**src/rtl/uart_pkg.sv**
```systemverilog
// -----------------------------------------------------------------------------
// uart_pkg
//   Shared definitions for the UART transmit path.
//   - arb_state_t     : state encoding of the TX write-port arbiter
//   - UART_DATA_WIDTH : default byte width, shared with the TX FIFO
//   - UART_FIFO_DEPTH : default TX FIFO entry count (FIFO CHARACTER_COUNT)
// -----------------------------------------------------------------------------
package uart_pkg;

   typedef enum logic [1:0] {
      IDLE = 2'd0,   // waiting for a requester, no byte accepted here
      SEND = 2'd1,   // streaming the granted source's message
      GAP  = 2'd2    // inter-message idle time
   } arb_state_t;

   localparam int UART_DATA_WIDTH = 8;
   localparam int UART_FIFO_DEPTH = 10;

endpackage

```
**src/rtl/uart_rr_picker.sv**
```systemverilog
// -----------------------------------------------------------------------------
// uart_rr_picker
//   Combinational round-robin pick. Searches req starting at
//   (last_grant + 1) mod NUM_REQ, wrapping, and returns the first set bit.
//   Ports:
//     req        in  NUM_REQ  pending requests
//     last_grant in  IDX_W    most recently granted index
//     grant      out IDX_W    winning index (last_grant when nothing pending)
//     any        out 1        at least one request pending
// -----------------------------------------------------------------------------
module uart_rr_picker
   import uart_pkg::*;
#(
   parameter  int NUM_REQ = 3,
   localparam int IDX_W   = $clog2(NUM_REQ)
) (
   input  logic [NUM_REQ-1:0] req,
   input  logic [IDX_W-1:0]   last_grant,
   output logic [IDX_W-1:0]   grant,
   output logic               any
);

   always_comb begin
      int   idx;
      logic found;
      // NOTE: every output and temporary gets a default before any branch, so
      // no path leaves a value unassigned and no latch is inferred.
      grant = last_grant;
      any   = |req;
      found = 1'b0;
      idx   = 0;
      // Offsets 1..NUM_REQ: the previous winner is examined last.
      for (int k = 1; k <= NUM_REQ; k++) begin
         idx = (int'(last_grant) + k) % NUM_REQ;
         if (!found && req[idx]) begin
            grant = IDX_W'(idx);
            found = 1'b1;
         end
      end
   end

endmodule

```
**src/rtl/uart_tx_arbiter.sv**
```systemverilog
// -----------------------------------------------------------------------------
// uart_tx_arbiter
//   Shares the single UART TX FIFO write port between NUM_REQ message sources.
//   Grants whole messages round-robin, so messages never interleave in the
//   FIFO, and tracks FIFO occupancy with a credit counter so it never writes
//   into a full FIFO (the FIFO would silently shift out old data).
//   Ports:
//     clk, reset_n   clock, asynchronous active-low reset
//     ena            global enable; 0 freezes every register
//     req_valid      per-source byte valid
//     req_data       per-source byte, source i at [i*DATA_WIDTH +: DATA_WIDTH]
//     req_last       per-source end-of-message marker
//     req_ready      per-source accept (combinational from state and level)
//     fifo_wr_data   registered byte to the FIFO
//     fifo_wr_valid  registered one-cycle write strobe to the FIFO
//     fifo_rd_pulse  one pulse per byte drained by the FIFO
//     grant_id       current or last granted source
//     busy           high in SEND or GAP
//     fifo_level     credit-counter occupancy
//     abort          one-cycle pulse when a stalled message is abandoned
// -----------------------------------------------------------------------------
module uart_tx_arbiter
   import uart_pkg::*;
#(
   parameter  int NUM_REQ        = 3,
   parameter  int DATA_WIDTH     = UART_DATA_WIDTH,
   parameter  int FIFO_DEPTH     = UART_FIFO_DEPTH,
   parameter  int GAP_CYCLES     = 0,
   parameter  int TIMEOUT_CYCLES = 255,
   localparam int ID_W           = $clog2(NUM_REQ),
   localparam int LVL_W          = $clog2(FIFO_DEPTH + 1)
) (
   input  logic                          clk,
   input  logic                          reset_n,
   input  logic                          ena,
   input  logic [NUM_REQ-1:0]            req_valid,
   input  logic [NUM_REQ*DATA_WIDTH-1:0] req_data,
   input  logic [NUM_REQ-1:0]            req_last,
   output logic [NUM_REQ-1:0]            req_ready,
   output logic [DATA_WIDTH-1:0]         fifo_wr_data,
   output logic                          fifo_wr_valid,
   input  logic                          fifo_rd_pulse,
   output logic [ID_W-1:0]               grant_id,
   output logic                          busy,
   output logic [LVL_W-1:0]              fifo_level,
   output logic                          abort
);

   localparam int GAP_W    = (GAP_CYCLES > 1)     ? $clog2(GAP_CYCLES + 1)     : 1;
   localparam int TO_W     = (TIMEOUT_CYCLES > 1) ? $clog2(TIMEOUT_CYCLES + 1) : 1;
   localparam int GAP_LAST = (GAP_CYCLES > 0)     ? GAP_CYCLES - 1             : 0;
   localparam int TO_LAST  = (TIMEOUT_CYCLES > 0) ? TIMEOUT_CYCLES - 1         : 0;

   arb_state_t              state_q, state_d;
   logic [ID_W-1:0]         grant_q, grant_d;
   logic [LVL_W-1:0]        level_q, level_d;
   logic [GAP_W-1:0]        gap_q, gap_d;
   logic [TO_W-1:0]         to_q, to_d;
   logic                    abort_q, abort_d;
   logic                    wr_valid_q;
   logic [DATA_WIDTH-1:0]   wr_data_q;

   logic [ID_W-1:0]         pick_id;
   logic                    pick_any;
   logic                    sel_valid, sel_last, has_room, accept, rd_eff;
   logic [DATA_WIDTH-1:0]   sel_data;

   uart_rr_picker #(.NUM_REQ(NUM_REQ)) u_picker (
      .req        (req_valid),
      .last_grant (grant_q),
      .grant      (pick_id),
      .any        (pick_any)
   );

   // Granted source's beat.
   assign sel_valid = req_valid[grant_q];
   assign sel_last  = req_last[grant_q];
   assign sel_data  = req_data[grant_q*DATA_WIDTH +: DATA_WIDTH];

   assign has_room  = (level_q < LVL_W'(FIFO_DEPTH));
   assign accept    = ena && (state_q == SEND) && has_room && sel_valid;
   // The FIFO is frozen with us, so its read strobe means nothing while ena=0.
   assign rd_eff    = ena && fifo_rd_pulse;

   always_comb begin
      req_ready = '0;
      if ((state_q == SEND) && ena && has_room) req_ready[grant_q] = 1'b1;
   end

   // Next-state logic.
   always_comb begin
      state_d = state_q;
      grant_d = grant_q;
      gap_d   = gap_q;
      to_d    = to_q;
      abort_d = 1'b0;
      unique case (state_q)
         IDLE: begin
            if (pick_any) begin
               grant_d = pick_id;
               state_d = SEND;
               to_d    = '0;
            end
         end
         SEND: begin
            if (accept) begin
               to_d = '0;
               if (sel_last) state_d = (GAP_CYCLES > 0) ? GAP : IDLE;
            end else if (TIMEOUT_CYCLES > 0) begin
               // Any stall counts, including one caused by a full FIFO.
               // grant_id is left on the aborted source so the next pick
               // starts after it.
               if (to_q == TO_W'(TO_LAST)) begin
                  abort_d = 1'b1;
                  state_d = IDLE;
                  to_d    = '0;
               end else begin
                  to_d = to_q + 1'b1;
               end
            end
         end
         GAP: begin
            if (gap_q == GAP_W'(GAP_LAST)) begin
               gap_d   = '0;
               state_d = IDLE;
            end else begin
               gap_d = gap_q + 1'b1;
            end
         end
         default: state_d = IDLE;
      endcase
   end

   // Credit counter: counted at acceptance (ahead of the actual write) so it
   // never under-reports occupancy. A simultaneous drain cancels the accept.
   always_comb begin
      level_d = level_q;
      if (accept && !rd_eff)                       level_d = level_q + 1'b1;
      else if (!accept && rd_eff && level_q != '0) level_d = level_q - 1'b1;
   end

   always_ff @(posedge clk or negedge reset_n) begin
      if (!reset_n) begin
         // NOTE: sequential state uses non-blocking assignments only, so every
         // register samples pre-edge values regardless of statement order.
         state_q    <= IDLE;
         grant_q    <= ID_W'(NUM_REQ - 1);   // source 0 wins first
         level_q    <= '0;
         gap_q      <= '0;
         to_q       <= '0;
         abort_q    <= 1'b0;
         wr_valid_q <= 1'b0;
         wr_data_q  <= '0;
      end else if (ena) begin
         state_q    <= state_d;
         grant_q    <= grant_d;
         level_q    <= level_d;
         gap_q      <= gap_d;
         to_q       <= to_d;
         abort_q    <= abort_d;
         wr_valid_q <= accept;
         if (accept) wr_data_q <= sel_data;
      end
   end

   // Strobes are masked while frozen; a held strobe fires once ena returns,
   // so a byte accepted just before a freeze still reaches the FIFO.
   assign fifo_wr_valid = wr_valid_q && ena;
   assign fifo_wr_data  = wr_data_q;
   assign abort         = abort_q && ena;
   assign grant_id      = grant_q;
   assign busy          = (state_q != IDLE);
   assign fifo_level    = level_q;

endmodule

```
**config.mk**
```make
export PLATFORM = sky130hd
export DESIGN_NAME = uart_tx_arbiter
export DESIGN_NICKNAME = d
export VERILOG_FILES = /design/src/rtl/uart_pkg.sv /design/src/rtl/uart_rr_picker.sv /design/src/rtl/uart_tx_arbiter.sv
export SDC_FILE = /design/constraint.sdc
export NUM_CORES = 1
export LEC_CHECK = 0
export CORE_UTILIZATION = 46
export DETAILED_ROUTE_END_ITERATION = 10
export HOLD_SLACK_MARGIN = 0.02
export PLACE_DENSITY = 0.77
export SLEW_MARGIN = 5
export SYNTH_ARGS = -nofsm -noshare
export SYNTH_HDL_FRONTEND = slang
export SYNTH_SLANG_ARGS = --single-unit
```
**constraint.sdc**
```tcl
create_clock -name clk -period 2.8 [get_ports clk]
set_input_delay 0.56 -clock clk [delete_from_list [all_inputs] [get_ports clk]]
set_output_delay 0.56 -clock clk [all_outputs]
set_load 0.1 [all_outputs]
```
==> results_dict.tcl, run 1 <==
# implementation run metrics
set metrics [dict create \
    cts.htree.levels 1 \
    clk_pin_slew_ns 0.13 \
    cts.sinks 25 \
    stdcell_area_um2 2360 \
    grt_pass1_wl_um 6710 \
    p_total_mw 2.80 \
    wl_per_cell_um 13.2 \
    drive_above_1_share 0.210 \
    critPathMaxFanout 17 \
    ant_nets 0 \
    layout_top_cell "clkdlybuf4s50_1" \
    rsz0062_at_grt "no" \
    grt_pass1_vias 1517 \
    worst_pin_slew_ns 0.335 \
    yosysUniqueCellTypes 49 \
    synthArstFlopShare 1.00 \
    edf_count 0 \
    start_kind "register" \
    grt-ovfl-total 0 \
    clock_latency_ns 0.32 \
    slowest_delay_ns 0.57 \
    status "completed" \
    ctsHoldBuffers 0 \
    yosysWarnings 0 \
    criticalPathCategory "register to register" \
    ys_cells 188 \
    crit_family "AND-OR/OR-AND gates" \
    end_kind "register" \
    cts_root_buf "clkbuf_4" \
    vias_per_cell 5.32 \
    syn_area_um2 1680 \
    final_cell_mix "clkdlybuf4s50_1, buf_4, nand2_1" \
    slew_headroom 0.775 \
    drtIter0Drc 49 \
    post_cts_buffers 0 \
    ys_ff 25 \
    crit_path_cell_trace "nor2b_1 -> o2bb2ai_2 -> nand3_1 -> ha_1 -> a21o_1 -> a21oi_1 -> o31ai_1 -> o22a_1 -> mux2i_1" \
    syn_area_per_cell_um2 8.96 \
    required_ns 3.05 \
    core_um2 3420 \
    grt_start_max_net_pins 26 \
    core.rowCount 21 \
    hold_viol 0 \
    cp.arrival_ns 2.65 \
    fillerInstances 298 \
    grt_antenna_before_repair 0 \
    drv_slew 0 \
    placed_area_um2 2330 \
    hold_path_class "register to register" \
    synthFlopType "dfrtp_1" \
    tool_warnings 31 \
    die_y_um 62.5 \
    tritoncts "done" \
    io_pins 54 \
    setup_tns_ns 0 \
    maxCapViolCount 0 \
    max_clock_freq_mhz 416 \
    drt_first_pass_iters 5 \
    peakVddDrop_v 0.000902 \
    syn_nets 232 \
    ys_seq_share 0.372 \
    cts_buffer_depth 2 \
    numCtsBuffers 3 \
    place.gp.congestion 0.839 \
    fp.dieW_um 62.5 \
    finalSetupViolCount 0 \
    crit_slowest_cell "dfrtp_2" \
    clock_skew_ns 0.00268 \
    diodes 0 \
    syn2layout_area_growth_pct 39.9 \
    die-area_um2 3910 \
    remaining_drc_errors 0 \
    port_buffers 53 \
    crit_buf_inv 0 \
    fin_nets 293 \
    ctsResizeCount 0 \
    whs_ns 0.497 \
    floorplan.core_util 0.493 \
    layout_min_cycle_time_ns 2.40 \
    grt_usage 0.211 \
    period_used_share 0.858 \
    p_per_area_nw_per_um2 1190 \
    ys_chip_area_um2 1680 \
    leakagePower_nw 1.06 \
    detailed_place_hpwl_um 3060 \
    syn_inst 188 \
]
## run 1: cells in the mapped netlist (2+ instances only)
cell | instances | area (µm²)
nor2b_1 | 2 | 12.5
dfrtp_1 | 24 | 601
a22oi_1 | 2 | 15.0
a22o_1 | 2 | 17.5
ha_1 | 9 | 113
o211ai_1 | 2 | 15.0
mux2i_1 | 12 | 120
nor3_1 | 3 | 15.0
xnor2_1 | 2 | 17.5
nand2_1 | 22 | 82.6
buf_2 | 3 | 15.0
and2_1 | 5 | 31.3
o31ai_1 | 2 | 15.0
o21ai_0 | 12 | 60.1
clkbuf_1 | 2 | 7.51
xor2_1 | 5 | 43.8
nand4_1 | 3 | 18.8
a21o_2 | 2 | 17.5
inv_1 | 6 | 22.5
nor4_1 | 2 | 12.5
and2_2 | 2 | 15.0
nand3_1 | 6 | 30.0
a21oi_1 | 11 | 55.1
a21o_1 | 2 | 15.0
nor2_1 | 21 | 78.8
## run 1: area by class of cell
type | count | area [µm²] | share of cell area
sequential | 25 | 633 | 0.269
multi-input combinational | 150 | 1000 | 0.425
clock inverter | 1 | 5.00 | 0.00212
clock buffer | 3 | 22.5 | 0.00956
timing repair buffer | 62 | 611 | 0.259
tap | 46 | 57.6 | 0.0244
inverter | 7 | 26.3 | 0.0112
## run 1: metal layers
| metal | routed length (µm) | vias up | share of wire | track usage |
|---|---|---|---|---|
| met5 | 0 | - | 0 | 0 |
| met4 | 27 | 0 | 0.0069 | 0.0610 |
| met3 | 237 | 4 | 0.061 | 0.0365 |
| met2 | 1780 | 51 | 0.46 | 0.360 |
| met1 | 1840 | 712 | 0.47 | 0.272 |
| li1 | - | 796 | - | - |
## run 1: path summary, 6_finish.rpt
| kind | startpoint | end | slack (ns) | cells after the start |
|---|---|---|---|---|
| setup / recovery | grant_id[0]$_DFFE_PN0P_ | fifo_level[3]$_DFFE_PN0P_ | 0.40 | 9 |
| hold / removal | abort_q$_DFFE_PN0P_ | abort_q$_DFFE_PN0P_ | 0.50 | 2 |
| setup reg to reg | grant_id[0]$_DFFE_PN0P_ | fifo_level[3]$_DFFE_PN0P_ | 0.40 | 9 |
| hold reg to reg | abort_q$_DFFE_PN0P_ | abort_q$_DFFE_PN0P_ | 0.50 | 2 |
| max in group asynchronous | reset_n | grant_id[1]$_DFFE_PN1P_ | 1.92 | 2 |
| min in group asynchronous | reset_n | fifo_wr_data[3]$_DFFE_PN0P_ | 0.59 | 2 |
## run 1: where the power goes
part	internal, mW	switching (mW)
Sequential	0.498	0.165
Combinational	0.616	1.36
Clock	0.0535	0.107
## run 1: metrics by stage
stage	instances	setup slack, ns
finish	294	0.397
global route	294	0.156
CTS	294	0.399
detailed placement	290	0.0641
global placement	290	0.159
floorplan	188	0.112
## run 1: cells by family (layout without fill, tap and decap cells)
group           Yosys count  in the layout  synth area share
fa+ha+maj                10             10            0.0788
mux                      13             13            0.0780
simple gates             72             72             0.204
xor+xnor                  7              7            0.0364
flops                    25             25             0.372
compound gates           48             48             0.198
buf+inv                  13             73            0.0334
## run 1: sequential cells by signal (all words and copies together) (netlist names)
register and cells:
fifo_wr_data 8, to_q 8, state_q 1, abort_q 1
wr_valid_q 1, fifo_level 4, grant_id 2
run_1/layer_met1.png
The bar under the picture is 20 µm long. Supply wires on this layer in grey.
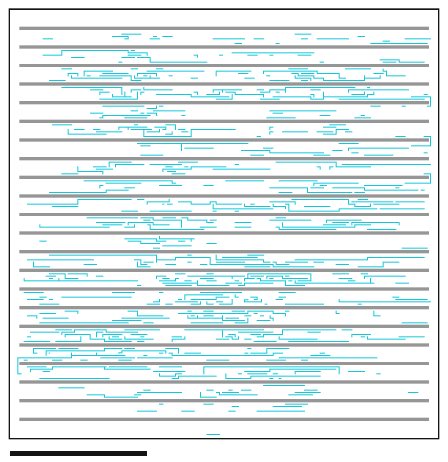
The longest straight run is 19.8 µm. 249 nets have wire on it.
M1 GR Usage: 0.272
DR vias: 1,563
aggregate routed wire length: 3890 µm

run_1/layer_met2.png
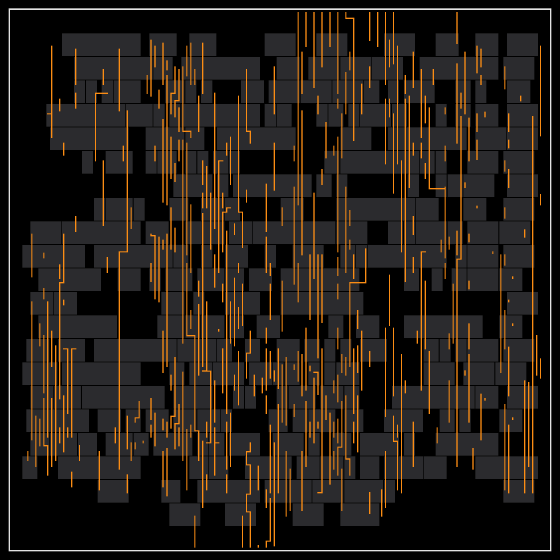
232 nets have wire on it. The layer carries 1,780 µm of wire. The wires run mostly vertical. The layer holds 46% of the routed length. The longest straight run is 43.5 µm.
met2 usage: 0.360

run_1/layer_met3.png
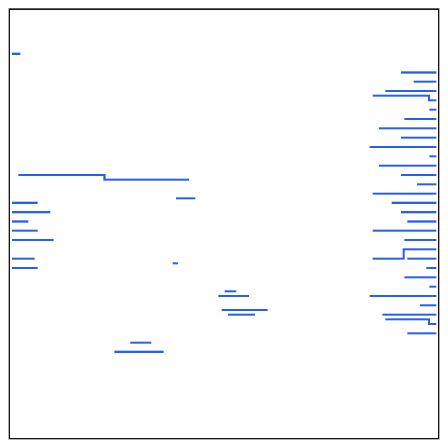
The longest straight run is 12.4 µm. The layer carries 237 µm of wire. The layer holds 6.1% of the routed length. 44 nets have wire on it.
GR Util met3: 0.0365

run_1/congestion.png
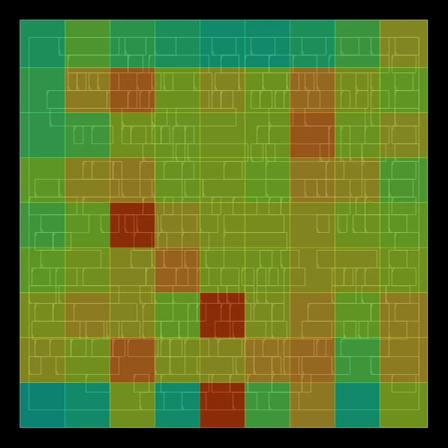
Layout Utilization: 0.690
GR peak layer: met2

run_1/metal_density.png
13 x 13 tiles, from dark blue (low) to red (high), scaled to the fullest tile. Values are wire area over tile area, all layers added.
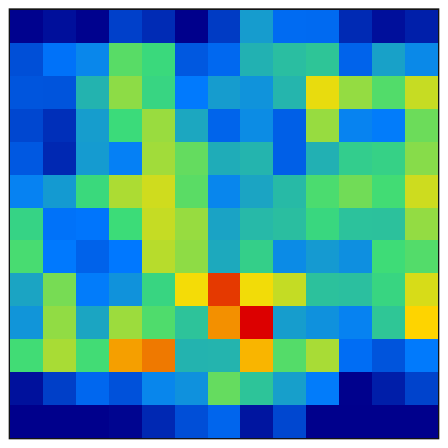

==> run 2: changes to the inputs <==
--- a/config.mk
+++ b/config.mk
@@ -5,6 +5,7 @@
 export SDC_FILE = /design/constraint.sdc
 export NUM_CORES = 1
 export LEC_CHECK = 0
+export CORE_ASPECT_RATIO = 1.4
 export CORE_UTILIZATION = 46
 export DETAILED_ROUTE_END_ITERATION = 10
 export HOLD_SLACK_MARGIN = 0.02
run_2/metal_density.png
11 x 15 tiles, from dark blue (low) to red (high), scaled to the fullest tile. Values are wire area over tile area, all layers added.
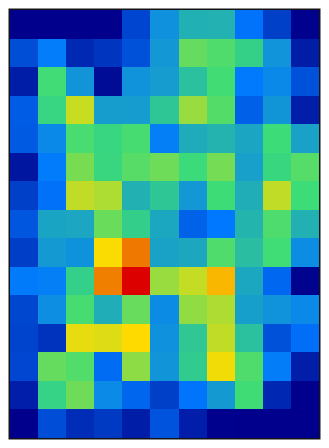
7.3% of the tiles are nearly empty. 27% of the tiles are over half the peak. The mean over all tiles is 0.17.
per-cell routed wire length: 14.5 µm
GRT Util Overall: 0.227
aggregate routed wire length: 4190 µm
DR vias: 1,591

==> results_dict.tcl, run 2 <==
# implementation run metrics
set metrics [dict create \
    synthFlopType "dfrtp_1" \
    fp.dieW_um 53.1 \
    ys_seq_share 0.372 \
    utilization 0.688 \
    reg2reg_depth 9 \
    drt_first_pass_iters 5 \
    detailed_place_hpwl_um 3250 \
    numCtsBuffers 3 \
    post_cts_buffers 0 \
    syn_area_per_cell_um2 8.96 \
    cts.htree.levels 1 \
    core.rowCount 25 \
    remaining_drc_errors 0 \
    slew_headroom 0.757 \
    core_um2 3440 \
    status "completed" \
    maxCapViolCount 0 \
    tool_warnings 31 \
    hold_end "fifo_wr_data[1]$_DFFE_PN0P_" \
    place.gp.congestion 0.817 \
    drive_above_1_share 0.210 \
    rsz0062_at_grt "no" \
    io_pins 54 \
    synthArstFlopShare 1.00 \
    max_clock_freq_mhz 400 \
    grt_antenna_before_repair 0 \
    start_kind "input pin" \
    syn_nets 232 \
    clk_pin_slew_ns 0.09 \
    pwr-share-comb 0.693 \
    ctsResizeCount 0 \
    cts.sinks 25 \
    clock_skew_ns 0.00422 \
    crit_path_cell_trace "clkdlybuf4s50_1 -> mux2i_1 -> o2bb2ai_2 -> nand3_1 -> buf_4 -> ha_1 -> a21oi_1 -> o31ai_1 -> o22a_1 -> mux2i_1" \
    peakVddDrop_v 0.00138 \
    slowest_delay_ns 0.47 \
    cp.arrival_ns 2.68 \
    die_y_um 73.6 \
    holdPathStages 2 \
    ys_cells 188 \
    yosysUniqueCellTypes 49 \
    grt_pass1_wl_um 6600 \
    criticalPathCategory "input pin to register" \
    ff2ff_setup_slack_ns 0.30 \
    most_common_cell "dfrtp_1" \
    drtIter0Drc 30 \
    port_buffers 53 \
    p_per_area_nw_per_um2 1220 \
    layout_min_cycle_time_ns 2.50 \
    ys_ff 25 \
    layout_top_cell "clkdlybuf4s50_1" \
    tritoncts "done" \
    setup_tns_ns 0 \
    syn2layout_area_growth_pct 40.6 \
    crit_slowest_cell "clkdlybuf4s50_1" \
    cts_buffer_depth 2 \
    ctsHoldBuffers 0 \
    ant_nets 0 \
    yosys.area.top_type_share 0.357 \
    hold_viol 0 \
    vias_per_cell 5.52 \
    required_ns 2.98 \
    area_leaders "dfrtp_1, mux2i_1, ha_1" \
    grt_pass1_vias 1480 \
    finalSetupViolCount 0 \
    power.switching_mw 1.66 \
    ys_top_cells_by_count "dfrtp_1, nand2_1, nor2_1" \
    end_kind "register" \
    syn_area_um2 1680 \
    min-delay-start "fifo_wr_data[1]$_DFFE_PN0P_" \
    grt-ovfl-total 0 \
    edf_count 0 \
    fin_nets 293 \
    final_cell_mix "clkdlybuf4s50_1, buf_4, nand2_1" \
    r2r-start "grant_id[0]$_DFFE_PN0P_" \
    p_total_mw 2.88 \
    clkPwrFrac 0.074 \
    power_frac_seq 0.233 \
    worst_pin_slew_ns 0.362 \
    stdcell_count 288 \
    grt_start_max_net_pins 26 \
    cts_root_buf "clkbuf_8" \
    switching_share 0.577 \
    period_used_share 0.892 \
    leakagePower_nw 1.07 \
    yosysWarnings 0 \
    drv_slew 0 \
    floorplan.core_util 0.489 \
    p_int_mw 1.22 \
    placed_cells 284 \
    whs_ns 0.486 \
    diodes 0 \
    yosys.area.top_type "dfrtp_1" \
    critPathMaxFanout 6 \
    die-area_um2 3910 \
    r2r-end "fifo_level[3]$_DFFE_PN0P_" \
    hold_path_class "register to register" \
    cpMostUsedCell "mux2i_1" \
    ys_chip_area_um2 1680 \
    clock_latency_ns 0.26 \
    syn_inst 188 \
]
-- run 2: cell counts after synthesis --
Identical to the previous run, type by type.
-- run 2: kinds of logic (layout without fill, tap and decap cells) --
| kind of cell | after synthesis | after routing | share of synthesized area |
|---|---|---|---|
| simple gates | 72 | 72 | 0.204 |
| compound gates | 48 | 48 | 0.198 |
| flops | 25 | 25 | 0.372 |
| mux | 13 | 13 | 0.0780 |
| buf+inv | 13 | 73 | 0.0334 |
| fa+ha+maj | 10 | 10 | 0.0788 |
| xor+xnor | 7 | 7 | 0.0364 |
-- run 2: final cells by class --
| type | count | area (µm²) |
|---|---|---|
| fillers | 306 | 1070 |
| multi-input cells | 150 | 1000 |
| flip-flops and latches | 25 | 633 |
| repair buffers | 62 | 611 |
| well taps | 40 | 50.0 |
| clock buffers | 3 | 41.3 |
| inverters | 7 | 26.3 |
| clock inverters | 1 | 5.00 |
-- run 2: worst max-delay path: cells and delay by family --
kind                       cells  cell delay, ns
muxes                          2            0.23
adders and majority gates      1            0.30
AOI/OAI and AO/OA              4            0.80
and+or+nand+nor                1            0.12
buffers and inverters          2            0.65
-- run 2: power by group through the flow --
stage | registers (mW) | logic, mW | clock network, mW
floorplan | 1.33 | 0.834 | 0
global placement | 0.673 | 1.95 | 0
detailed placement | 0.675 | 1.99 | 0
CTS | 0.671 | 2.00 | 0.217
global route | 0.696 | 2.12 | 0.232
finish | 0.670 | 1.99 | 0.212
-- run 2: worst max-delay path by stage --
stage                                       start                         to  slack [ns]  cells after the start
after global placement               req_valid[2]  fifo_level[3]$_DFFE_PN0P_        0.17                     10
final                                req_valid[2]  fifo_level[3]$_DFFE_PN0P_        0.30                     10
after detailed placement             req_valid[2]  fifo_level[3]$_DFFE_PN0P_        0.02                     10
after floorplan           grant_id[1]$_DFFE_PN1P_  fifo_level[3]$_DFFE_PN0P_        0.11                      9
after CTS                            req_valid[2]  fifo_level[3]$_DFFE_PN0P_        0.32                     10
after global routing      grant_id[0]$_DFFE_PN0P_  fifo_level[3]$_DFFE_PN0P_        0.16                      9
-- run 2: per-stage QoR --
step           setup WS (ns)  instance area (µm²)
2_1_floorplan          0.112                 1690
4_1_cts                0.321                 2370
6_report               0.302                 2370
5_1_grt                0.158                 2370
3_5_place_dp          0.0211                 2320
3_3_place_gp           0.173                 2320
-- run 2: metal layers --
layer / share of wire / vias up / global-route usage
met3: 0.039 / 4 / 0.0311
li1: - / 792 / -
met1: 0.42 / 751 / 0.275
met2: 0.54 / 44 / 0.415
met4: 0.0053 / 0 / 0.0468
met5: 0 / - / 0
run_2/layer_met2.png
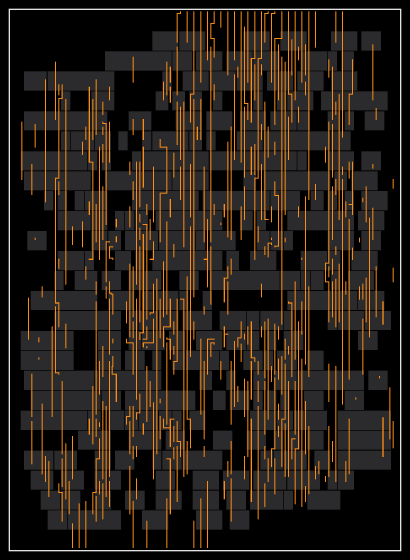

==> run 3: changes to the inputs <==
==> constraint.sdc (replaced) <==
create_clock -name clk -period 2.51 [get_ports clk]
set_input_delay 0.502 -clock clk [delete_from_list [all_inputs] [get_ports clk]]
set_output_delay 0.502 -clock clk [all_outputs]
set_load 0.1 [all_outputs]
run_3/layer_met2.png
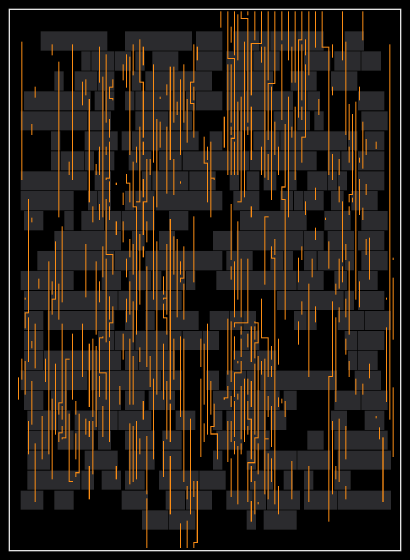
244 nets have wire on it. The layer holds 51% of the routed length. The wires run mostly vertical. The longest straight run is 51.0 µm.
aggregate routed wire length: 4250 µm
DR vias: 1,590
met2 usage: 0.416

==> results_dict.tcl, run 3 <==
# implementation run metrics
set metrics [dict create \
    status "completed" \
    cts.htree.levels 1 \
    final_cell_mix "clkdlybuf4s50_1, buf_4, nand2_1" \
    clock_latency_ns 0.27 \
    layout_top_cell "clkdlybuf4s50_1" \
    slowest_delay_ns 0.48 \
    floorplan.core_util 0.489 \
    most_common_cell "dfrtp_1" \
    grt_usage 0.235 \
    cts_buffer_depth 2 \
    cpMostUsedCell "mux2i_1" \
    ys_seq_share 0.372 \
    worst_pin_slew_ns 0.395 \
    syn_area_um2 1680 \
    ys_top_cells_by_count "dfrtp_1, nand2_1, nor2_1" \
    diodes 0 \
    clkPwrFrac 0.073 \
    die-area_um2 3910 \
    die_y_um 73.6 \
    yosys.area.top_type_share 0.357 \
    fin_nets 297 \
    maxCapViolCount 0 \
    core.rowCount 25 \
    grt_antenna_before_repair 0 \
    pwr-share-comb 0.693 \
    crit_family "AND-OR/OR-AND gates" \
    wl_per_cell_um 14.6 \
    period_used_share 0.890 \
    grt_pass1_wl_um 6670 \
    yosysUniqueCellTypes 49 \
    crit_buf_inv 1 \
    drt_first_pass_iters 4 \
    dp_slack_ns -0.0212 \
    grt_start_max_net_pins 26 \
    grt-ovfl-total 0 \
    cts.sinks 25 \
    place.gp.congestion 0.871 \
    p_per_area_nw_per_um2 1360 \
    syn2layout_area_growth_pct 43.4 \
    layout_min_cycle_time_ns 2.23 \
    synthFlopType "dfrtp_1" \
    cp.arrival_ns 2.43 \
    ctsHoldBuffers 0 \
    core_um2 3440 \
    drtIter0Drc 36 \
    finalSetupViolCount 0 \
    remaining_drc_errors 0 \
    ctsResizeCount 0 \
    area_leaders "dfrtp_1, mux2i_1, ha_1" \
    yosysWarnings 0 \
    hold_viol 0 \
    hold_path_class "register to register" \
    edf_count 0 \
    vias_per_cell 5.45 \
    p_int_mw 1.43 \
    drv_slew 0 \
    clock_skew_ns 0.00658 \
    required_ns 2.71 \
    detailed_place_hpwl_um 3250 \
    ys_chip_area_um2 1680 \
    critPathMaxFanout 3 \
    numCtsBuffers 3 \
    power_frac_seq 0.234 \
    clk_pin_slew_ns 0.09 \
    start_kind "input pin" \
    power.switching_mw 1.85 \
    criticalPathCategory "input pin to register" \
    fillerInstances 290 \
    ant_nets 0 \
    switching_share 0.565 \
    fp.dieW_um 53.1 \
    fin_ws_ns 0.276 \
    syn_inst 188 \
    port_buffers 53 \
    whs_ns 0.487 \
    synthArstFlopShare 1.00 \
    post_cts_buffers 0 \
    tool_warnings 31 \
    crit_slowest_cell "clkdlybuf4s50_1" \
    end_kind "register" \
    io_pins 54 \
    drive_above_1_share 0.222 \
    peakVddDrop_v 0.00125 \
    max_clock_freq_mhz 448 \
    p_total_mw 3.28 \
    syn_area_per_cell_um2 8.96 \
    rsz0062_at_grt "no" \
    ys_ff 25 \
    leakagePower_nw 1.09 \
    slew_headroom 0.735 \
    ys_cells 188 \
    cts_root_buf "clkbuf_8" \
    yosys.area.top_type "dfrtp_1" \
    grt_pass1_vias 1459 \
    tritoncts "done" \
    crit_path_cell_trace "clkdlybuf4s50_1 -> mux2i_1 -> o2bb2ai_2 -> nand3_2 -> ha_1 -> a21o_1 -> a21oi_1 -> o31ai_1 -> o22a_1 -> mux2i_1" \
    syn_nets 232 \
]
==> run 3: tightest hold or removal path, stage by stage, from the launching register on <==
cell,delay [ns]
dfrtp_1,0.34
nand2_1,0.05
o41ai_1,0.06
==> run 3: cell families (layout without fill, tap and decap cells) <==
group | count (synthesis) | count (layout) | synth area share
simple gates | 72 | 72 | 0.204
buf+inv | 13 | 77 | 0.0334
xor+xnor | 7 | 7 | 0.0364
compound gates | 48 | 48 | 0.198
flops | 25 | 25 | 0.372
fa+ha+maj | 10 | 10 | 0.0788
mux | 13 | 13 | 0.0780
==> run 3: worst paths after layout <==
kind / cells past startpoint / to / start / slack (ns)
min in group asynchronous: 2 / fifo_wr_data[3]$_DFFE_PN0P_ / reset_n / 0.58
hold reg to reg: 2 / abort_q$_DFFE_PN0P_ / abort_q$_DFFE_PN0P_ / 0.49
setup / recovery: 10 / fifo_level[3]$_DFFE_PN0P_ / req_valid[2] / 0.28
hold / removal: 2 / abort_q$_DFFE_PN0P_ / abort_q$_DFFE_PN0P_ / 0.49
setup reg to reg: 9 / fifo_level[3]$_DFFE_PN0P_ / grant_id[0]$_DFFE_PN0P_ / 0.29
max in group asynchronous: 2 / grant_id[1]$_DFFE_PN1P_ / reset_n / 1.65
==> run 3: metal layers <==
metal,routed length [µm],up-vias,global-route usage,share of wire
li1,-,798,-,-
met1,1820,741,0.291,0.43
met2,2180,44,0.416,0.51
met3,186,7,0.0228,0.044
met4,70,0,0.0760,0.016
met5,0,-,0,0
==> run 3: per-stage QoR <==
step	instances	area, µm²	util	TNS (ns)
2_1_floorplan	188	1710	-	0
6_report	292	2410	0.702	0
3_3_place_gp	288	2370	0.689	0
3_5_place_dp	288	2370	0.689	-0.0212
4_1_cts	292	2410	0.702	0
5_1_grt	292	2410	0.702	0
==> run 3: power by group through the flow <==
stage | logic (mW) | clock network, mW | registers (mW)
finish | 2.27 | 0.239 | 0.768
global route | 2.42 | 0.257 | 0.798
CTS | 2.29 | 0.245 | 0.769
detailed placement | 2.28 | 0 | 0.775
global placement | 2.26 | 0 | 0.772
floorplan | 0.938 | 0 | 1.50
==> run 3: area by class of cell <==
type / instances / area (µm²) / area share
multi-input combinational: 150 / 1010 / 0.417
sequential: 25 / 647 / 0.268
timing repair buffer: 66 / 641 / 0.265
tap: 40 / 50.0 / 0.0207
clock buffer: 4 / 45.0 / 0.0187
inverter: 7 / 26.3 / 0.0109
No activity file was given, so power comes from the tool's default toggle rates.
